===== config.mk =====
export PLATFORM = sky130hd
export DESIGN_NAME = xor_scan_ctrl_flat
export DESIGN_NICKNAME = d
export VERILOG_FILES = /design/src/rtl/xor_scan_ctrl_if.sv /design/src/rtl/xor_scan_ctrl.sv /design/src/flat_wrapper.sv
export SDC_FILE = /design/constraint.sdc
export NUM_CORES = 1
export LEC_CHECK = 0
export CAP_MARGIN = 20
export CELL_PAD_IN_SITES_DETAIL_PLACEMENT = 1
export CELL_PAD_IN_SITES_GLOBAL_PLACEMENT = 2
export CORE_MARGIN = 3
export CORE_UTILIZATION = 31
export DETAILED_ROUTE_END_ITERATION = 8
export PLACE_DENSITY_LB_ADDON = 0.25
export RECOVER_POWER = 25
export SLEW_MARGIN = 40
export SYNTH_ARGS = -nofsm -noshare
export SYNTH_HDL_FRONTEND = slang
export SYNTH_SLANG_ARGS = --single-unit

===== constraint.sdc =====
create_clock -name clk -period 5.48 [get_ports clk]
set_input_delay 0.822 -clock clk [delete_from_list [all_inputs] [get_ports clk]]
set_output_delay 0.822 -clock clk [all_outputs]
set_load 0.1 [all_outputs]

===== src/rtl/xor_scan_ctrl_if.sv =====
// xor_scan_ctrl_if -- codeword in/out handshake bundle for xor_scan_ctrl.
//   in_valid/in_ready/in_code      : Hamming(7,4) codeword offer (in_code[i] = position i+1)
//   out_valid/out_ready            : result handshake
//   out_code/out_data              : result codeword and its 4 data bits
//   out_syndrome/out_err           : computed syndrome and nonzero flag
// slave  : the scanner side (xor_scan_ctrl)
// master : the producer/consumer side (testbench or surrounding logic)
interface xor_scan_ctrl_if;
  logic       in_valid;
  logic       in_ready;
  logic [6:0] in_code;
  logic       out_valid;
  logic       out_ready;
  logic [6:0] out_code;
  logic [3:0] out_data;
  logic [2:0] out_syndrome;
  logic       out_err;

  modport slave (
    input  in_valid, in_code, out_ready,
    output in_ready, out_valid, out_code, out_data, out_syndrome, out_err
  );

  modport master (
    output in_valid, in_code, out_ready,
    input  in_ready, out_valid, out_code, out_data, out_syndrome, out_err
  );
endinterface


===== src/rtl/xor_scan_ctrl.sv =====
// xor_scan_ctrl -- bit-serial Hamming(7,4) syndrome scanner.
//   A codeword is accepted in IDLE, then scanned one position per cycle in
//   SCAN (7 cycles) through a single shared XOR step; the last step also
//   forms the result, which is held in OUT until the consumer takes it.
// Ports:
//   clk        : system clock, rising edge
//   rst        : synchronous active-high reset (highest priority)
//   bus        : xor_scan_ctrl_if.slave handshake bundle
//   clr_cnt    : synchronous clear of err_count (wins over an increment)
//   err_count  : saturating count of words with a nonzero syndrome
// Build option:
//   XOR_SCAN_CORRECTION_EN : when defined, out_code has the bit named by a
//                            nonzero syndrome inverted; otherwise out_code is
//                            the received word unchanged.
// Timing: out_valid rises on the 7th edge after the accepting edge (the 8th
// edge counting the accepting edge itself).
module xor_scan_ctrl #(
  parameter int ERR_CNT_W = 8
) (
  input  logic                 clk,
  input  logic                 rst,
  xor_scan_ctrl_if.slave       bus,
  input  logic                 clr_cnt,
  output logic [ERR_CNT_W-1:0] err_count
);

  typedef enum logic [1:0] {
    IDLE = 2'd0,
    SCAN = 2'd1,
    OUT  = 2'd2
  } state_e;

  localparam logic [ERR_CNT_W-1:0] CNT_MAX = '1;

  state_e               state_q, state_d;
  logic [6:0]           code_q, code_d;
  logic [2:0]           acc_q, acc_d;
  logic [2:0]           idx_q, idx_d;
  logic                 in_ready_q, in_ready_d;
  logic                 out_valid_q, out_valid_d;
  logic [6:0]           out_code_q, out_code_d;
  logic [2:0]           out_syn_q, out_syn_d;
  logic                 out_err_q, out_err_d;
  logic [ERR_CNT_W-1:0] err_cnt_q, err_cnt_d;

  logic [2:0]           step_term;
  logic [2:0]           acc_nxt;
  logic [6:0]           fix_mask;
  logic                 cnt_inc;

  // The one shared XOR step: position k+1 contributes its index when set.
  assign step_term = code_q[idx_q] ? (idx_q + 3'd1) : 3'd0;
  assign acc_nxt   = acc_q ^ step_term;

  // Correction mask built from the syndrome as it completes on the last step.
  always_comb begin
    fix_mask = '0;
`ifdef XOR_SCAN_CORRECTION_EN
    if (acc_nxt != 3'd0) fix_mask[acc_nxt - 3'd1] = 1'b1;
`else
    fix_mask = '0;
`endif
  end

  always_comb begin
    state_d     = state_q;
    code_d      = code_q;
    acc_d       = acc_q;
    idx_d       = idx_q;
    in_ready_d  = in_ready_q;
    out_valid_d = out_valid_q;
    out_code_d  = out_code_q;
    out_syn_d   = out_syn_q;
    out_err_d   = out_err_q;
    cnt_inc     = 1'b0;

    case (state_q)
      IDLE: begin
        if (bus.in_valid && in_ready_q) begin
          code_d     = bus.in_code;
          acc_d      = 3'd0;
          idx_d      = 3'd0;
          in_ready_d = 1'b0;
          state_d    = SCAN;
        end
      end
      SCAN: begin
        acc_d = acc_nxt;
        idx_d = idx_q + 3'd1;
        // Last step: fix-up merged here so no separate FIX state is needed.
        if (idx_q == 3'd6) begin
          idx_d       = 3'd0;
          state_d     = OUT;
          out_valid_d = 1'b1;
          out_code_d  = code_q ^ fix_mask;
          out_syn_d   = acc_nxt;
          out_err_d   = |acc_nxt;
          cnt_inc     = |acc_nxt;
        end
      end
      OUT: begin
        if (bus.out_ready) begin
          out_valid_d = 1'b0;
          in_ready_d  = 1'b1;
          state_d     = IDLE;
        end
      end
      default: begin
        state_d     = IDLE;
        in_ready_d  = 1'b1;
        out_valid_d = 1'b0;
      end
    endcase
  end

  // Clear beats a coincident increment; increment saturates.
  always_comb begin
    err_cnt_d = err_cnt_q;
    if (clr_cnt)
      err_cnt_d = '0;
    else if (cnt_inc && (err_cnt_q != CNT_MAX))
      err_cnt_d = err_cnt_q + ERR_CNT_W'(1);
  end

  always_ff @(posedge clk) begin
    if (rst) begin
      state_q     <= IDLE;
      code_q      <= '0;
      acc_q       <= '0;
      idx_q       <= '0;
      in_ready_q  <= 1'b1;
      out_valid_q <= 1'b0;
      out_code_q  <= '0;
      out_syn_q   <= '0;
      out_err_q   <= 1'b0;
      err_cnt_q   <= '0;
    end else begin
      state_q     <= state_d;
      code_q      <= code_d;
      acc_q       <= acc_d;
      idx_q       <= idx_d;
      in_ready_q  <= in_ready_d;
      out_valid_q <= out_valid_d;
      out_code_q  <= out_code_d;
      out_syn_q   <= out_syn_d;
      out_err_q   <= out_err_d;
      err_cnt_q   <= err_cnt_d;
    end
  end

  assign bus.in_ready     = in_ready_q;
  assign bus.out_valid    = out_valid_q;
  assign bus.out_code     = out_code_q;
  assign bus.out_data     = {out_code_q[6], out_code_q[5], out_code_q[4], out_code_q[2]};
  assign bus.out_syndrome = out_syn_q;
  assign bus.out_err      = out_err_q;
  assign err_count        = err_cnt_q;

endmodule

===== src/flat_wrapper.sv =====
// flat-port wrapper written by rule: the top's interface ports become plain ports
module xor_scan_ctrl_flat 
#(
  parameter int ERR_CNT_W = 8
)
  (clk, rst, clr_cnt, err_count, bus_in_valid, bus_in_code, bus_out_ready, bus_in_ready, bus_out_valid, bus_out_code, bus_out_data, bus_out_syndrome, bus_out_err);
  xor_scan_ctrl_if bus_i ();
  input  logic clk;
  input  logic rst;
  input  logic clr_cnt;
  output logic [ERR_CNT_W-1:0] err_count;
  input wire logic [$bits(bus_i.in_valid)-1:0] bus_in_valid;
  input wire logic [$bits(bus_i.in_code)-1:0] bus_in_code;
  input wire logic [$bits(bus_i.out_ready)-1:0] bus_out_ready;
  output wire logic [$bits(bus_i.in_ready)-1:0] bus_in_ready;
  output wire logic [$bits(bus_i.out_valid)-1:0] bus_out_valid;
  output wire logic [$bits(bus_i.out_code)-1:0] bus_out_code;
  output wire logic [$bits(bus_i.out_data)-1:0] bus_out_data;
  output wire logic [$bits(bus_i.out_syndrome)-1:0] bus_out_syndrome;
  output wire logic [$bits(bus_i.out_err)-1:0] bus_out_err;
  assign bus_i.in_valid = bus_in_valid;
  assign bus_i.in_code = bus_in_code;
  assign bus_i.out_ready = bus_out_ready;
  assign bus_in_ready = bus_i.in_ready;
  assign bus_out_valid = bus_i.out_valid;
  assign bus_out_code = bus_i.out_code;
  assign bus_out_data = bus_i.out_data;
  assign bus_out_syndrome = bus_i.out_syndrome;
  assign bus_out_err = bus_i.out_err;
  xor_scan_ctrl #(.ERR_CNT_W(ERR_CNT_W)) u_core (.clk(clk), .rst(rst), .bus(bus_i), .clr_cnt(clr_cnt), .err_count(err_count));
endmodule

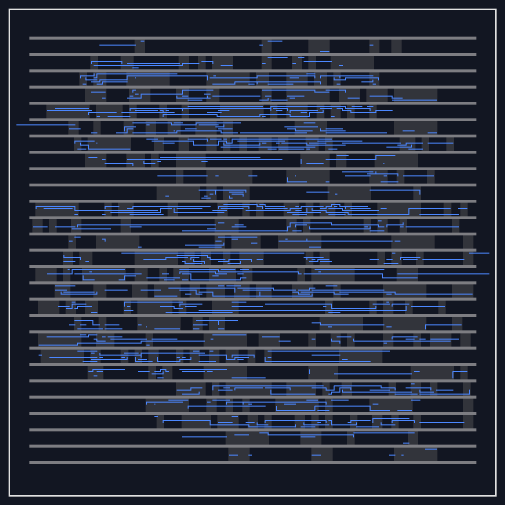
m1.png
Drawn at 6 px/um. Supply wires on this layer in gray.
wire length on this layer: 2240 um
longest straight run: 34.5 um
share of all routed wire: 53%
nets with wire on the layer: 223
main direction: horizontal
total wire length after detailed routing: 4210 um
vias post-DR: 1522
Global Route met1 Usage: 0.197

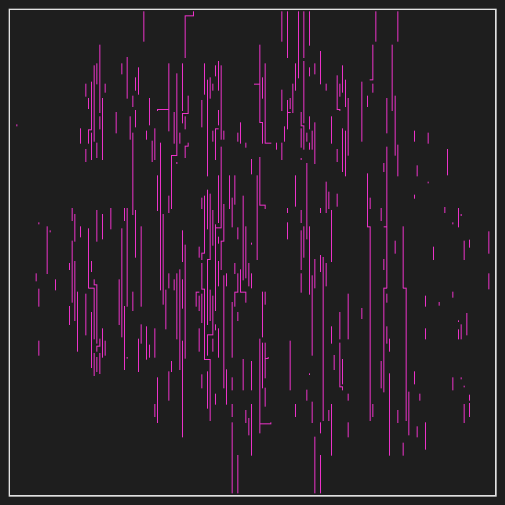
m2.png
Drawn at 6 px/um.
share of all routed wire: 40%
longest straight run: 32.3 um
main direction: vertical
nets with wire on the layer: 204
wire length on this layer: 1700 um
GRT met2 Usage: 0.197

==> run summary <==
Figures from the flow reports.

Worst setup path:
- The run gives the buffers plus inverters on the worst setup path as 2.
- The run gives the highest-delay cell along the critical path as sky130_fd_sc_hd__clkbuf_1.
- In this run the critical path is formed by dlygate4sd3_1 -> clkbuf_1 -> nor2_1 -> o21ai_0 -> mux2i_1.
- STA classifies the critical path startpoint as an input pin.
- The run gives the capturing element type of the critical path as a flip-flop.
- The run gives the data arrival time at the worst-slack endpoint as 3200 ps.
- The run gives the largest fanout on the critical path as 35.
- The run gives the data required time at the worst endpoint as 5640 ps.
- The critical path is of the input pin to flip-flop type.
- The run gives the family of cells with the greatest summed delay on the critical path as buffers and inverters.
- The run puts the slack of the worst reg-to-reg path at 3180 ps.

Placement:
- The run gives the count of port buffers added during placement as 36.
- The run puts the last weighted congestion value of the routability-driven placer at 0.735.
- The run puts the number of placed instances with taps included at 304.
- The run gives the sum of net half-perimeters after detailed placement as 3030 um.
- Once placement finished, the instance area stood at 0.00200 mm^2.

Global route:
- The run gives the number of antenna violations at the first check in global routing as 0.
- The run puts the total track usage at 0.138.
- The run puts the first-pass GRT wire length at 6950 um.
- Recorded from the global router log, the overflow total was 0.
- The run puts the number of global-route vias before repair at 1433.
- The run puts the largest net degree at the start of global routing at 36.

Yosys:
- The run gives the combined area of all synthesized cells as 0.00174 mm^2.
- The run puts the instance count of the mapped netlist at 210.
- The synthesis report names the predominant flop master as sky130_fd_sc_hd__dfxtp_1.
- The run puts the total cell area reported by yosys after synthesis at 0.00174 mm^2.
- The main area contributors are sky130_fd_sc_hd__dfxtp_1, sky130_fd_sc_hd__nand2_1, sky130_fd_sc_hd__a21oi_1.
- The run gives the proportion of netlist area held by the largest area contributor as 0.415.
- Per the synthesis report, the number of distinct cell types is 40.
- The run puts the share of synthesized area occupied by flip-flops and latches at 0.415.
- The run puts the synthesized flop and latch total at 36.
- The run gives the mean cell area of the mapped netlist as 8.27 um^2.
- The run puts the count of flip-flops with a built-in enable after synthesis at 0.
- The run gives the total cells reported by yosys after synthesis as 210.
- The run gives the largest area contributor in the synthesized netlist as sky130_fd_sc_hd__dfxtp_1.
- For this run, the number of Yosys warnings is 0.
- The run gives the synthesized net count as 225.
- The run gives the share of synthesized registers carrying an async set or reset as 0.

Clock tree:
- The run puts the number of buffers on the longest clock path at 2.
- The run puts the clock latency reported for the late side of the worst-skew pair at 290 ps.
- After clock tree synthesis, the setup repair step added 0 buffers.
- The run gives the clock tree from TritonCTS as done.
- The run puts the number of gates resized after CTS at 0.
- The run puts the H-tree level count at 2.
- The run puts the number of clock sinks at 36.
- The root buffer cell chosen for the clock tree is sky130_fd_sc_hd__clkbuf_8.
- Clock-pin slew was measured on the worst setup and hold paths at 70 ps.
- In this run, post-CTS hold repair placed 0 buffers.

Run status:
- The flow ran to the end, and the final reports show no timing, DRC or antenna violations.

Power and ir drop:
- For this design the ratio of total power to cell area is 267 mW/mm^2.
- The worst-case IR drop observed on VDD is 104 uV.
- Summed over all cells, the static leakage comes to 0.720 nW.

STA:
- The run gives the worst max-slew margin expressed relative to the limit as 0.00172.
- The run gives the number of pins exceeding their max-slew limit in the final report as 0.
- The run puts the maximum operating frequency at 0.330 GHz.
- The run puts the final-report setup violation count at 0.
- For the pin with the worst max-slew slack, the measured transition is 1500 ps.
- The run gives the fraction of the cycle the final worst path needs as 0.553.
- The run puts the worst clock skew at 4.90 ps.
- The run gives the setup TNS after final layout as 0 ps.
- Setup repair after global routing left no endpoint under its margin.
- The run gives the minimum clock period as 3030 ps.

Layout:
- The run puts the design area at 0.00207 mm^2.
- The layout summary lists the proportion of cells stronger than drive strength 1 as 0.136.
- In the layout the commonest cells are sky130_fd_sc_hd__nand2_1, sky130_fd_sc_hd__dfxtp_1, sky130_fd_sc_hd__a21oi_1, sky130_fd_sc_hd__nor2_1, sky130_fd_sc_hd__buf_2.
- Between the synthesized netlist and the finished layout, the area growth was recorded as 19.2%.
- Among logic cells in the layout, the one with the most instances is sky130_fd_sc_hd__nand2_1.
- The run gives the number of diodes added for antenna fixing as 0.
- The run puts the final standard cell utilization of the core at 0.393.
- The run gives the final net count as 256.
- The run puts the final cell count without fillers at 312.

Flow run:
- Per the run summary, max-cap violations total 0.
- The run gives the warning total across the stage logs as 27.

Die:
- The run gives the fraction of the core area occupied by cells at floorplan as 0.330.
- The run gives the area of the die as 0.00654 mm^2.
- The run puts the horizontal extent of the die at 80.8 um.
- The run puts the number of top-level design ports at 37.
- The run puts the core box area at 0.00527 mm^2.
- The run gives the cell row count as 26.
- The run puts the die boundary height at 80.8 um.

Detailed routing:
- The run puts the total DRC errors in the routed layout at 0.
- TritonRoute output was used to compute an average wire per cell of 13.5 um.
- The run gives the number of vias per cell as 4.88.
- The run gives the number of iterations in the first detailed-routing pass as 4.
- The run gives the post-route antenna net violation count as 0.

Min path:
- The worst hold path belongs to the class flip-flop to flip-flop.
==> power breakdown <==
| part | switching, mW | internal [mW] | total [mW] |
|---|---|---|---|
| Sequential | 0.0102 | 0.270 | 0.281 |
| Clock | 0.0938 | 0.103 | 0.196 |
| Combinational | 0.0473 | 0.0283 | 0.0756 |
| Total | 0.151 | 0.401 | 0.553 |
==> layer usage <==
layer,part of all wire,global-route usage,wire length (um)
met1,0.53,0.197,2240
met2,0.40,0.197,1700
met3,0.052,0.0377,218
met4,0.014,0.0507,59
met5,0,0,0
==> synth_stat cells (2+ instances only) <==
cell type,count
sky130_fd_sc_hd__a211oi_1,4
sky130_fd_sc_hd__a21oi_1,28
sky130_fd_sc_hd__buf_4,5
sky130_fd_sc_hd__clkbuf_1,8
sky130_fd_sc_hd__dfxtp_1,36
sky130_fd_sc_hd__ha_1,3
sky130_fd_sc_hd__inv_1,4
sky130_fd_sc_hd__mux2i_1,10
sky130_fd_sc_hd__nand2_1,45
sky130_fd_sc_hd__nand3_1,9
sky130_fd_sc_hd__nand3b_1,3
sky130_fd_sc_hd__nor2_1,18
sky130_fd_sc_hd__nor2b_1,2
sky130_fd_sc_hd__o21ai_0,4
sky130_fd_sc_hd__or3_1,6
==> through the flow <==
step	power [mW]	worst slack [ps]
final	0.553	2450
after detailed placement	0.364	2970
after floorplan	0.341	3280
after global routing	0.586	2190
after CTS	0.563	3130
after global placement	0.363	3020
==> worst register-to-register path, delay by kind of cell (launching register included) <==
kind | cells | cell delay [ps]
AND-OR/OR-AND | 1 | 170
flip-flops | 1 | 380
AND/OR/NAND/NOR | 4 | 1490
multiplexers | 1 | 190
==> cell type report <==
class	count	area, um^2
fillers	670	3200
multi-input cells	156	922
flip-flops and latches	36	721
repair buffers	38	234
clock buffers	8	90.1
well taps	70	87.6
inverters	4	15.0
==> sequential cells by signal, indices dropped and copies added, names as in the netlist <==
name and cells:
u_core.err_count 8, u_core.bus.out_code 7, u_core.code_q 7, u_core.acc_q 3, u_core.bus.out_syndrome 3, u_core.idx_q 3, u_core.state_q 2, u_core.bus.in_ready 1
u_core.bus.out_err 1, u_core.bus.out_valid 1
==> worst paths after layout <==
kind / to / start / depth (start not counted)
max reg2reg: u_core.err_count[7] / u_core.state_q[0] / 6
max: u_core.err_count[6] / rst / 5
min reg2reg: u_core.bus.out_code[3] / u_core.bus.out_code[3] / 2
min: u_core.bus.out_code[3] / u_core.bus.out_code[3] / 2
==> logic make-up (layout without fill, tap and decap cells) <==
kind of cell / count (synthesis) / count (layout) / synth area share
simple gates: 94 / 94 / 0.259
xor+xnor: 2 / 2 / 0.0144
buf+inv: 18 / 50 / 0.0540
compound gates: 46 / 46 / 0.171
mux: 11 / 11 / 0.0656
fa+ha+maj: 3 / 3 / 0.0216
flops: 36 / 36 / 0.415
Power is estimated from default activity; no workload was simulated.
